File: src/rtl/mips_cpu_pkg.sv
// Shared definitions for the MIPS CPU sequencer and datapath controller:
// state encoding plus the opcode/regimm values the sequencer classifies on.
package mips_cpu_pkg;

    typedef enum logic [2:0] {
        ST_HALTED = 3'd0,
        ST_FETCH  = 3'd1,
        ST_DECODE = 3'd2,
        ST_EXEC1  = 3'd3,
        ST_EXEC2  = 3'd4
    } state_t;

    localparam logic [5:0] OP_REGIMM = 6'h01;
    localparam logic [5:0] OP_LW     = 6'h23;
    localparam logic [5:0] OP_SB     = 6'h28;
    localparam logic [5:0] OP_SH     = 6'h29;
    localparam logic [5:0] OP_SW     = 6'h2B;

    localparam logic [4:0] RI_BLTZAL = 5'h10;
    localparam logic [4:0] RI_BGEZAL = 5'h11;

endpackage

File: src/rtl/mips_cpu_instr_class.sv
// Combinational instruction classifier: flags two-cycle instructions and
// opcodes that issue a data-memory access (and can therefore be stalled).
module mips_cpu_instr_class
    import mips_cpu_pkg::*;
(
    input  logic [5:0] opcode,
    input  logic [4:0] regimm,
    output logic       two_cycle,
    output logic       is_mem
);

    logic link_branch;

    always_comb begin
        link_branch = (opcode == OP_REGIMM) &&
                      ((regimm == RI_BLTZAL) || (regimm == RI_BGEZAL));
        is_mem      = (opcode == OP_LW) || (opcode == OP_SB) ||
                      (opcode == OP_SH) || (opcode == OP_SW);
        two_cycle   = (opcode == OP_LW) || link_branch;
    end

endmodule

File: src/rtl/mips_cpu_sequencer.sv
// Multi-cycle MIPS instruction sequencer: FETCH/DECODE/EXEC1/EXEC2 stepping,
// memory-stall handling, halt on a zero next-PC and a retired-instruction count.
module mips_cpu_sequencer
    import mips_cpu_pkg::*;
#(
    parameter logic [2:0] RESET_STATE = 3'd1
) (
    input  logic        clk,
    input  logic        reset,
    input  logic [5:0]  opcode,
    input  logic [4:0]  regimm,
    input  logic        waitrequest,
    input  logic [31:0] pc_next,
    output logic [2:0]  state,
    output logic        active,
    output logic [31:0] instr_count
);

    localparam logic [2:0] S_HALTED = ST_HALTED;
    localparam logic [2:0] S_FETCH  = ST_FETCH;
    localparam logic [2:0] S_DECODE = ST_DECODE;
    localparam logic [2:0] S_EXEC1  = ST_EXEC1;
    localparam logic [2:0] S_EXEC2  = ST_EXEC2;

    logic       two_cycle;
    logic       is_mem;
    logic [2:0] state_next;
    logic [2:0] retire_target;
    logic       retire;

    mips_cpu_instr_class u_class (
        .opcode    (opcode),
        .regimm    (regimm),
        .two_cycle (two_cycle),
        .is_mem    (is_mem)
    );

    // Classification is only consulted in EXEC1; other states ignore opcode.
    always_comb begin
        state_next    = state;
        retire        = 1'b0;
        retire_target = (pc_next == 32'h0) ? S_HALTED : S_FETCH;
        case (state)
            S_HALTED: state_next = S_HALTED;
            S_FETCH:  state_next = waitrequest ? S_FETCH : S_DECODE;
            S_DECODE: state_next = S_EXEC1;
            S_EXEC1: begin
                if (is_mem && waitrequest) begin
                    state_next = S_EXEC1;
                end else if (two_cycle) begin
                    state_next = S_EXEC2;
                end else begin
                    state_next = retire_target;
                    retire     = 1'b1;
                end
            end
            S_EXEC2: begin
                state_next = retire_target;
                retire     = 1'b1;
            end
            default: state_next = S_HALTED;
        endcase
    end

    // active is registered alongside state so neither has a path from inputs.
    always_ff @(posedge clk) begin
        if (reset) begin
            state       <= RESET_STATE;
            active      <= 1'b1;
            instr_count <= 32'h0;
        end else begin
            state  <= state_next;
            active <= (state_next != S_HALTED);
            if (retire) begin
                instr_count <= instr_count + 32'd1;
            end
        end
    end

endmodule

File: config.mk
export PLATFORM = sky130hd
export DESIGN_NAME = mips_cpu_sequencer
export DESIGN_NICKNAME = d
export VERILOG_FILES = /design/src/rtl/mips_cpu_pkg.sv /design/src/rtl/mips_cpu_instr_class.sv /design/src/rtl/mips_cpu_sequencer.sv
export SDC_FILE = /design/constraint.sdc
export NUM_CORES = 1
export LEC_CHECK = 0
export ABC_AREA = 1
export CAP_MARGIN = 20
export CORE_MARGIN = 1.5
export CORE_UTILIZATION = 47
export DETAILED_ROUTE_END_ITERATION = 12
export PLACE_DENSITY = 0.81
export SETUP_SLACK_MARGIN = 0.05
export SLEW_MARGIN = 10
export SYNTH_ARGS = -nofsm -noshare
export SYNTH_HDL_FRONTEND = slang
export SYNTH_SLANG_ARGS = --single-unit
File: constraint.sdc
create_clock -name clk -period 1.8 [get_ports clk]
set_input_delay 0.54 -clock clk [delete_from_list [all_inputs] [get_ports clk]]
set_output_delay 0.54 -clock clk [all_outputs]
set_load 0.02 [all_outputs]
==> deck_impl_summary.md, run 1 <==
Flow Results at a Glance

Global route
  • Aggregate global routing overflow: 0
  • Initial antenna violation count: 0

Finish
  • Dominant class by area: multi-input combinational cells
  • Buffering overhead: between 20 and 30%
  • Ant. Diodes: 0
  • Number of non-clock inverters in the layout: 31
  • Tally of filler cells in the layout: about 400
  • Clock buffer count: 8
  • Buffers, non-clock: approximately 120

Clock tree
  • Total of cells resized after clock tree synthesis: 51
  • Post-CTS setup repair buffer count: 4

Timing
  • Post-Route Hold Slack: 0.5240 ns

Setup path
  • Reg2Reg Depth: 8
  • Crit path depth: 11

Yosys
  • AND-OR/OR-AND share of the synthesized area: between 7 and 8%
  • YS warnings: 0
  • Synthesis-stage register bit count: 36
  • Largest non-sequential cell family by area: simple AND/OR/NAND/NOR gates
  • Simple-Gate Area Share: a little over half

Placement
  • Port Buffers: 80

Power
  • Areal power density over the cells: 440.0 nW/um^2

Outcome
  • Status: complete, no violations

Floorplan
  • I/O Pins: 82
==> run 1: worst min path at each step <==
stage | cells after the start | start | slack [ns] | endpoint
6_report | 2 | instr_count[28] | 0.52 | instr_count[28]
5_1_grt | 2 | instr_count[29] | 0.54 | instr_count[29]
2_1_floorplan | 2 | instr_count[29] | 0.58 | instr_count[29]
3_3_place_gp | 2 | instr_count[0] | 0.50 | instr_count[0]
4_1_cts | 2 | instr_count[0] | 0.52 | instr_count[0]
3_5_place_dp | 2 | instr_count[0] | 0.51 | instr_count[0]
==> run 1: synthesized netlist by cell type, types with 2 or more instances <==
master and n:
sky130_fd_sc_hd__nand2_1 145, sky130_fd_sc_hd__nor2_1 69, sky130_fd_sc_hd__nand3_1 46, sky130_fd_sc_hd__dfxtp_1 36
sky130_fd_sc_hd__a21oi_1 30, sky130_fd_sc_hd__inv_1 25, sky130_fd_sc_hd__nand3b_1 14, sky130_fd_sc_hd__xnor2_1 8
sky130_fd_sc_hd__clkbuf_1 7, sky130_fd_sc_hd__nor2_2 7, sky130_fd_sc_hd__buf_6 6, sky130_fd_sc_hd__nand4_1 6
sky130_fd_sc_hd__nand2_2 5, sky130_fd_sc_hd__o21ai_0 5, sky130_fd_sc_hd__inv_2 4, sky130_fd_sc_hd__nor2_4 4
sky130_fd_sc_hd__xor2_1 3, sky130_fd_sc_hd__clkinv_1 2, sky130_fd_sc_hd__nand3_2 2, sky130_fd_sc_hd__nor3_1 2
==> run 1: sequential cells by signal, summed over array words and instances, names as in the netlist <==
signal,count
active,1
state,3
instr_count,32
run_1/met1.png
(8 px per micron) Supply wires on this layer in grey. Cells faint in the background.
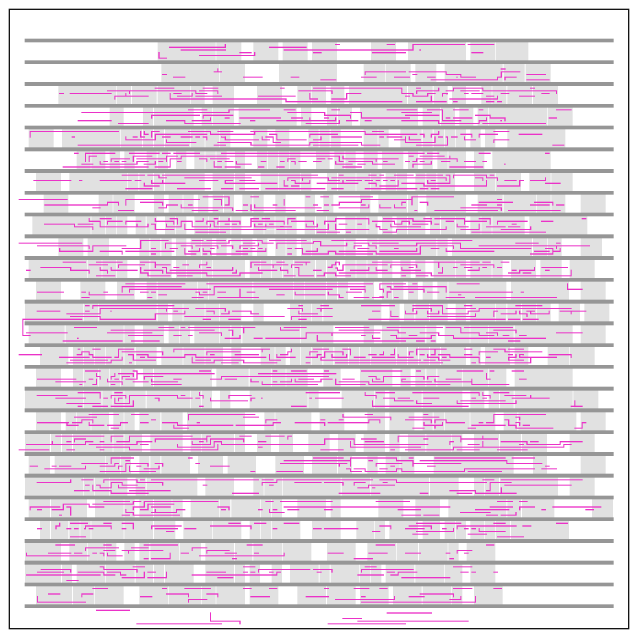
The wires run mostly horizontal. The longest straight run is 25.3 microns. 541 nets have wire on it. The layer holds 42% of the routed length.
met1 demand-to-capacity share in global routing: 35.28%
vias: 3,348
routed wire length: 8814 microns

run_1/metal_stack.png
(6 px per micron) Two of the layers only.
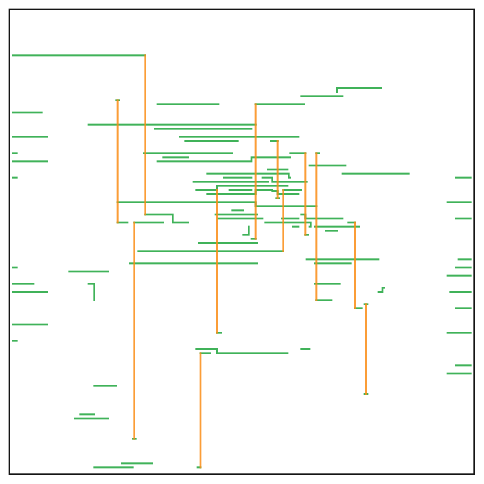
Key: met4 = orange [wire length 235 microns]; met3 = green [wire length 574 microns]
global-route usage over all layers: 27.57%
average wire per cell in the routed design: 14.24 microns

run_1/final_congestion.png
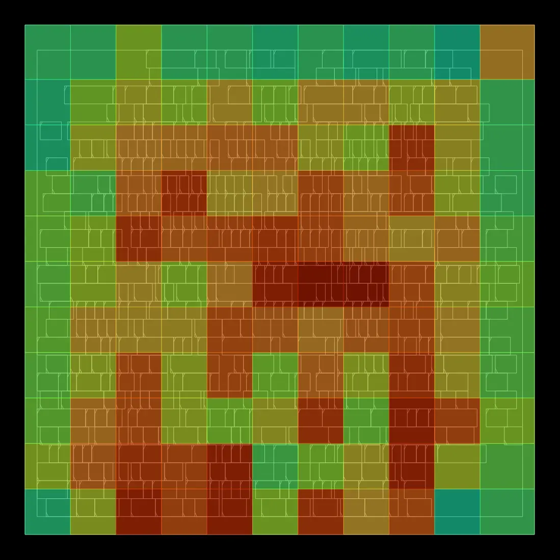
M3 GR Usage: 4.762%
GRT met2 Usage: 46.32%
final core utilization: 77.38%

==> run 2: changes to the inputs <==
--- a/config.mk
+++ b/config.mk
@@ -16,3 +16,4 @@
 export SYNTH_ARGS = -nofsm -noshare
 export SYNTH_HDL_FRONTEND = slang
 export SYNTH_SLANG_ARGS = --single-unit
+export TNS_END_PERCENT = 20
run_2/metal_stack.png
(6 px per micron) Two of the layers only.
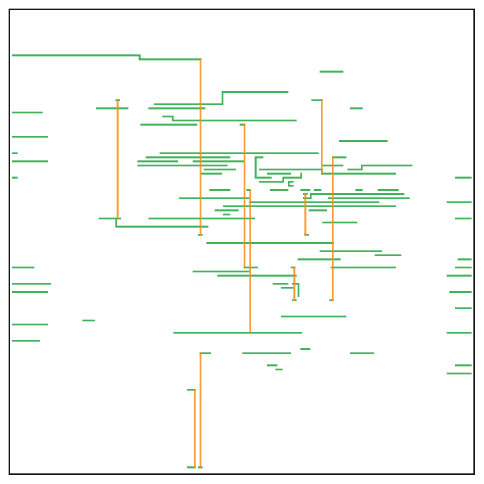
Key: met3 = green [wire length 627 microns]; met4 = orange [wire length 177 microns]
average wire per cell in the routed design: 13.87 microns
routed wire length: 8516 microns
global-route usage over all layers: 24.79%
vias: 3,287

run_2/final_congestion.png
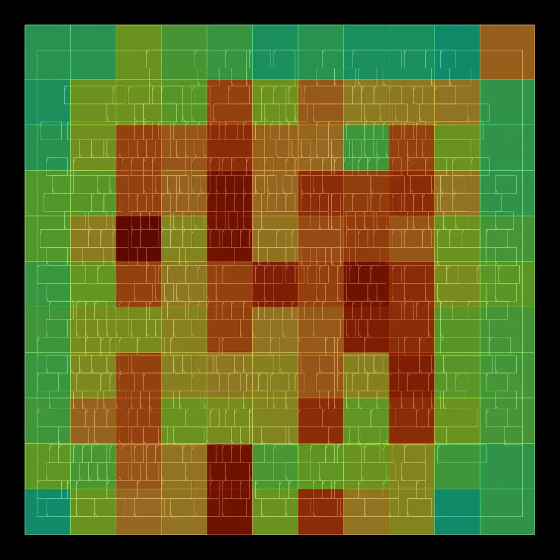
final core utilization: 75.55%
busiest layer in global routing: met2
met1 demand-to-capacity share in global routing: 33.33%

==> run 2 against run 1 <==
Compared with the run above:
- largest cell class unchanged
- first-iteration DRC count rose by 34%
- clock-buffer cell count unchanged
- total power fell by 0.62%
- global-route usage is 2.8 points lower
- sequential power is essentially flat
- routed wire length shrank 3.4%
- design area shrank 2.4%
- combinational power down 4%
- hold slack worse by 0.0035 ns
- sequential share of layout area up 0.43 points
- core utilization decreased by 1.8 points
==> deck_impl_summary.md, run 2 <==
Flow Results at a Glance

Global route
  • M3 GR Usage: 3.333% (-1.4 points)
  • Vias in the first global route: about 2,800
  • Aggregate global routing overflow: 0 (unchanged)
  • Initial antenna violation count: 0 (unchanged)
  • Wire length of the first global-routing pass: 12,130 microns
  • GRT met2 Usage: 41.32% (-5.0 points)

Outcome
  • Status: complete, no violations

Setup path
  • Crit path max-delay cell type: sky130_fd_sc_hd__clkdlybuf4s50_1
  • Critical path's largest stage delay: ~0.6 ns
  • Endpoint kind of the worst setup timing path: output port

Placement
  • Half-perimeter wire length after detailed placement: approximately 5700 microns
  • Port Buffers: 80 (unchanged)

Timing
  • Worst-margin pin slew: about 0.50 ns
  • Final critical path time including I/O delays and setup: 1.742 ns
  • Max-slew violation count: 0
  • Minimum setup slack in the final design: around 0.058 ns
  • RSZ-0062 raised after global routing: true

Yosys
  • YS warnings: 0 (unchanged)
  • Simple-Gate Area Share: 52.54% (unchanged)
  • Most area-consuming cells after synthesis: sky130_fd_sc_hd__dfxtp_1, sky130_fd_sc_hd__nand2_1, sky130_fd_sc_hd__nor2_1
  • AND-OR/OR-AND share of the synthesized area: 7.339% (unchanged)
  • Yosys stat cell total: ~430
  • Largest non-sequential cell family by area: simple AND/OR/NAND/NOR gates
  • Most common cell in the netlist: sky130_fd_sc_hd__nand2_1
  • Synthesis-stage register bit count: 36 (unchanged)
  • Count of mapped cells out of synthesis: ~430
  • Post-synthesis xor/xnor area fraction: around 3.7%
  • Most used standard cells in the synthesized netlist: sky130_fd_sc_hd__nand2_1, sky130_fd_sc_hd__nor2_1, sky130_fd_sc_hd__nand3_1

Finish
  • Largest registers: instr_count x32, state x3, active x1
  • Ant. Diodes: 0 (unchanged)
  • Max FFs per register: 32 (unchanged)
  • Largest reg by FF count: instr_count

Drt
  • Initial DRC count: approximately 330

Clock tree
  • Hold bufs inserted after CTS: 0
  • Buffer type at the clock tree root: sky130_fd_sc_hd__clkbuf_8

Flow run
  • Number of warnings the tools reported: 29

Floorplan
  • I/O Pins: 82 (unchanged)

Hold path
  • Hold WC Path Type: reg -> reg

Power
  • Areal power density over the cells: 447.9 nW/um^2 (+1.8%)
run_2/met4.png
(6 px per micron) Supply wires on this layer in grey.
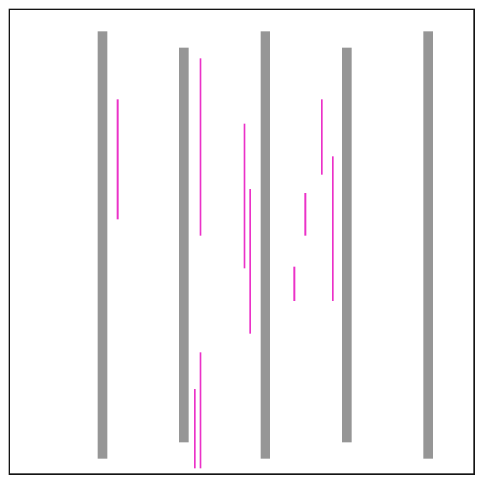
The longest straight run is 29.2 microns. 9 nets have wire on it.

## run 2: metrics by stage
stage / setup TNS, ns / power [W] / instances / hold slack (ns)
3_3_place_gp: -9.136 / 0.001083 / 597 / 0.5023
2_1_floorplan: 0 / 0.0009588 / 432 / 0.5820
6_report: 0 / 0.001761 / 614 / 0.5205
5_1_grt: 0 / 0.001831 / 614 / 0.5365
3_5_place_dp: -10.29 / 0.001089 / 597 / 0.5109
4_1_cts: -0.1679 / 0.001674 / 605 / 0.5190
## run 2: power by group
part / internal [W] / leakage (nW) / switching, W
Clock: 0.000312 / 0.0455 / 0.000294
Sequential: 0.000806 / 0.291 / 0.00000764
Combinational: 0.000180 / 1.36 / 0.000161
Total: 0.00130 / 1.69 / 0.000463
## run 2: path summary, 6_finish.rpt
check,cells after the start,startpoint,endpoint
worst max-delay path,1,active,active
worst min-delay path,2,instr_count[29],instr_count[29]
worst max register to register,11,instr_count[0],instr_count[24]
worst min register to register,2,instr_count[29],instr_count[29]
## run 2: final cells by class
type	instances	area, sq um
clock buffer	8	90.09
sequential	36	720.7
multi-input combinational	355	1814
fill	416	1272
inverter	31	116.4
timing repair buffer	114	1104
tap	70	87.58
## run 2: logic make-up after synthesis
group                    after synthesis
AND/OR/NAND/NOR                      303
buffers and inverters                 44
AND-OR/OR-AND                         37
XOR/XNOR                              11
flip-flops                            36
adder cells (fa/ha/maj)                1
## run 2: per-layer routing
layer,wire length [microns],share of wire (%)
met5,0,0
met4,176,2.1
met3,626,7.4
met2,4179,49
met1,3533,41
## run 2: what timing repair did
item | in CTS | in global routing
cloned | 0 | 5
setup endpoints to repair | 68 | 35
buffers inserted | 0 | 4
pin swaps | 0 | 23
gates resized | 35 | 47
==> run 3: changes to the inputs <==
--- a/config.mk
+++ b/config.mk
@@ -7,7 +7,6 @@
 export LEC_CHECK = 0
 export ABC_AREA = 1
 export CAP_MARGIN = 20
-export CORE_MARGIN = 1.5
 export CORE_UTILIZATION = 47
 export DETAILED_ROUTE_END_ITERATION = 12
 export PLACE_DENSITY = 0.81
run_3/metal_stack.png
(6 px per micron) Two of the layers only.
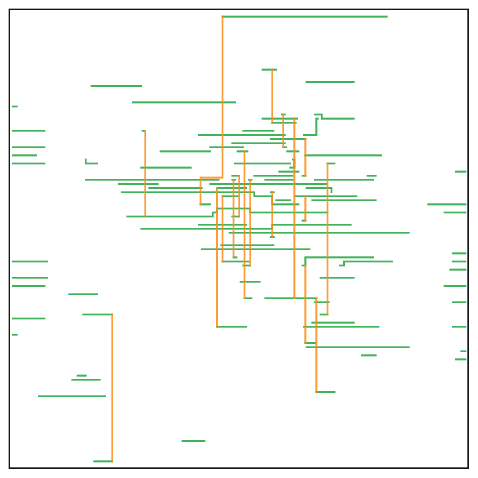
Key: met4 = orange [wire length 282 microns]; met3 = green [wire length 663 microns]
routed wire length: 8676 microns
vias: 3,343
global-route usage over all layers: 28.95%

run_3/met1.png
(8 px per micron) Supply wires on this layer in grey. Cells faint in the background.
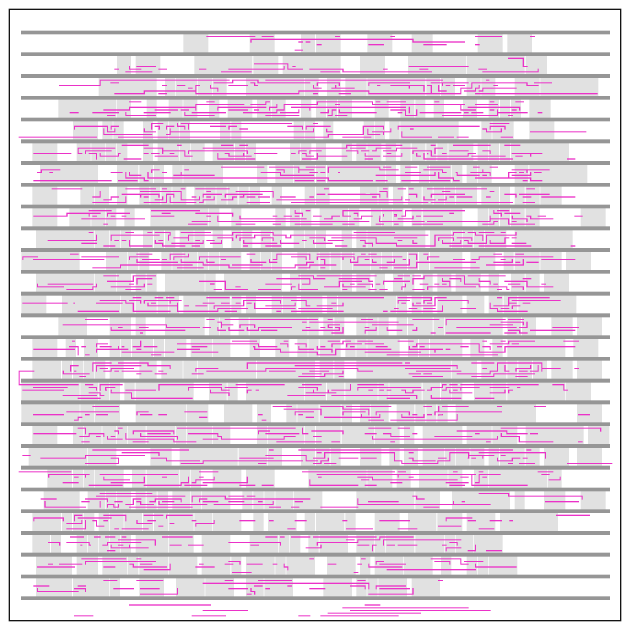
The layer holds 42% of the routed length. The layer carries 3,600 microns of wire. The longest straight run is 26.7 microns. 547 nets have wire on it.
met1 demand-to-capacity share in global routing: 37.32%

==> run 3 against run 2 <==
Compared with the run above:
- routed wire length rose by 1.9%
- sequential power about the same
- cell count decreased by 0.16%
- clock skew rose by 0.00090 ns
- synthesized area did not move
- largest power group unchanged
- design area shrank 1.3%
- core utilization decreased by 0.99 points
- critical path type unchanged
- highest routed layer unchanged
- clock power down 1%
==> deck_impl_summary.md, run 3 <==
Flow Results at a Glance

Outcome
  • Status: complete, no violations

Timing
  • Post-Route Hold Slack: 0.5142 ns (-0.006346 ns)
  • Final critical path time including I/O delays and setup: 1.738 ns (-0.004190 ns)
  • Worst-margin pin slew: 0.4732 ns (-0.03060 ns)

Drt
  • Initial DRC count: 379 (+15%)
  • Average wire per cell in the routed design: 14.15 microns (+2.0%)

Yosys
  • Most area-consuming cells after synthesis: sky130_fd_sc_hd__dfxtp_1, sky130_fd_sc_hd__nand2_1, sky130_fd_sc_hd__nor2_1
  • Yosys stat cell total: 432 (unchanged)
  • YS warnings: 0 (unchanged)

Power
  • Areal power density over the cells: 451.4 nW/um^2 (+0.80%)
  • Combinational group share of total power: 19.4% (about the same)
  • Final Total Pwr: 0.001752 W (-0.51%)
  • Switching power: 0.0004527 W (-2.3%)
  • Switching Share: 25.84% (-0.46 points)
  • Share of power burned in the clock network: 34.1% (-0.3 points)

Hold path
  • Count of cells along the worst hold path: 2 (unchanged)
  • Min-delay src: instr_count[29]
  • Worst Hold Endpoint: instr_count[29]

Setup path
  • Critical path's largest stage delay: 0.59 ns (about the same)
  • Reg2Reg Depth: 9 (-2)

Global route
  • Wire length of the first global-routing pass: 13,610 microns (+12%)
  • Vias in the first global route: 2,943 (+6.6%)
  • Aggregate global routing overflow: 0 (unchanged)

Clock tree
  • Buffer type at the clock tree root: sky130_fd_sc_hd__clkbuf_8

Placement
  • Port Buffers: 80 (unchanged)

Finish
  • Ant. Diodes: 0 (unchanged)
run_3/registers.png
(6 px per micron) Other sequential cells in the stronger grey, the rest of the logic in the fainter grey.
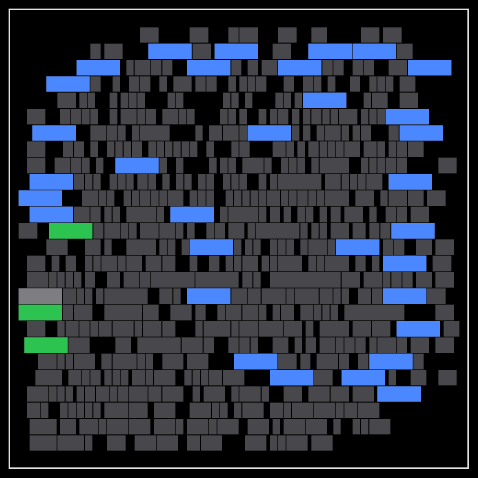
Key: state = green [placed flops 3]; instr_count = blue [placed flops 32, where spread over the die]
sequential group power: 0.000815 W
final core utilization: 74.57%

run 3: cell counts after synthesis:
No cell type changed its count.
run 3: cell type report:
type	count	area (sq um)	area share, %
Sequential cell	36	720.7	18.57
Tap cell	70	87.58	2.257
Timing Repair Buffer	113	1095	28.21
Multi-Input combinational cell	355	1772	45.65
Inverter	31	116.4	2.998
Clock buffer	8	90.09	2.321
run 3: how the worst max path moves through the flow:
stage	start	to	slack, ns
after floorplan	instr_count[0]	instr_count[28]	0.16
after global placement	opcode[5]	instr_count[25]	-0.34
after detailed placement	opcode[5]	instr_count[25]	-0.37
after CTS	regimm[3]	instr_count[5]	-0.007
after global routing	opcode[4]	instr_count[18]	0.01
final	active	active	0.06
run 3: routing by layer:
layer  share of wire [%]  track usage, %  vias up
li1                    -               -     1606
met1                  42           37.32     1534
met2                  48           49.46      165
met3                 7.6           3.713       38
met4                 3.2           10.00        0
met5                   0               0        -
run 3: kinds of logic after synthesis:
group	count (synthesis)	synth area share [%]
AND-OR/OR-AND	37	7.339
XOR/XNOR	11	3.718
adder cells (fa/ha/maj)	1	0.4828
buffers and inverters	44	8.112
flip-flops	36	27.81
AND/OR/NAND/NOR	303	52.54
run 3: power by group through the flow:
stage	clock network, W	logic, W	registers (W)
finish	0.000597	0.000340	0.000815
CTS	0.000603	0.000308	0.000814
detailed placement	0	0.000259	0.000833
global placement	0	0.000254	0.000832
global route	0.000649	0.000360	0.000815
floorplan	0	0.000114	0.000844
run 3: what timing repair did:
action                                  4_1_cts  5_1_grt
buffers inserted                              1        3
pin swaps                                     6       11
hold endpoints to repair                      0        0
cloned                                        4        1
resized                                      50       21
endpoints found under the setup margin       68       35
Power and IR drop assume default switching activity.
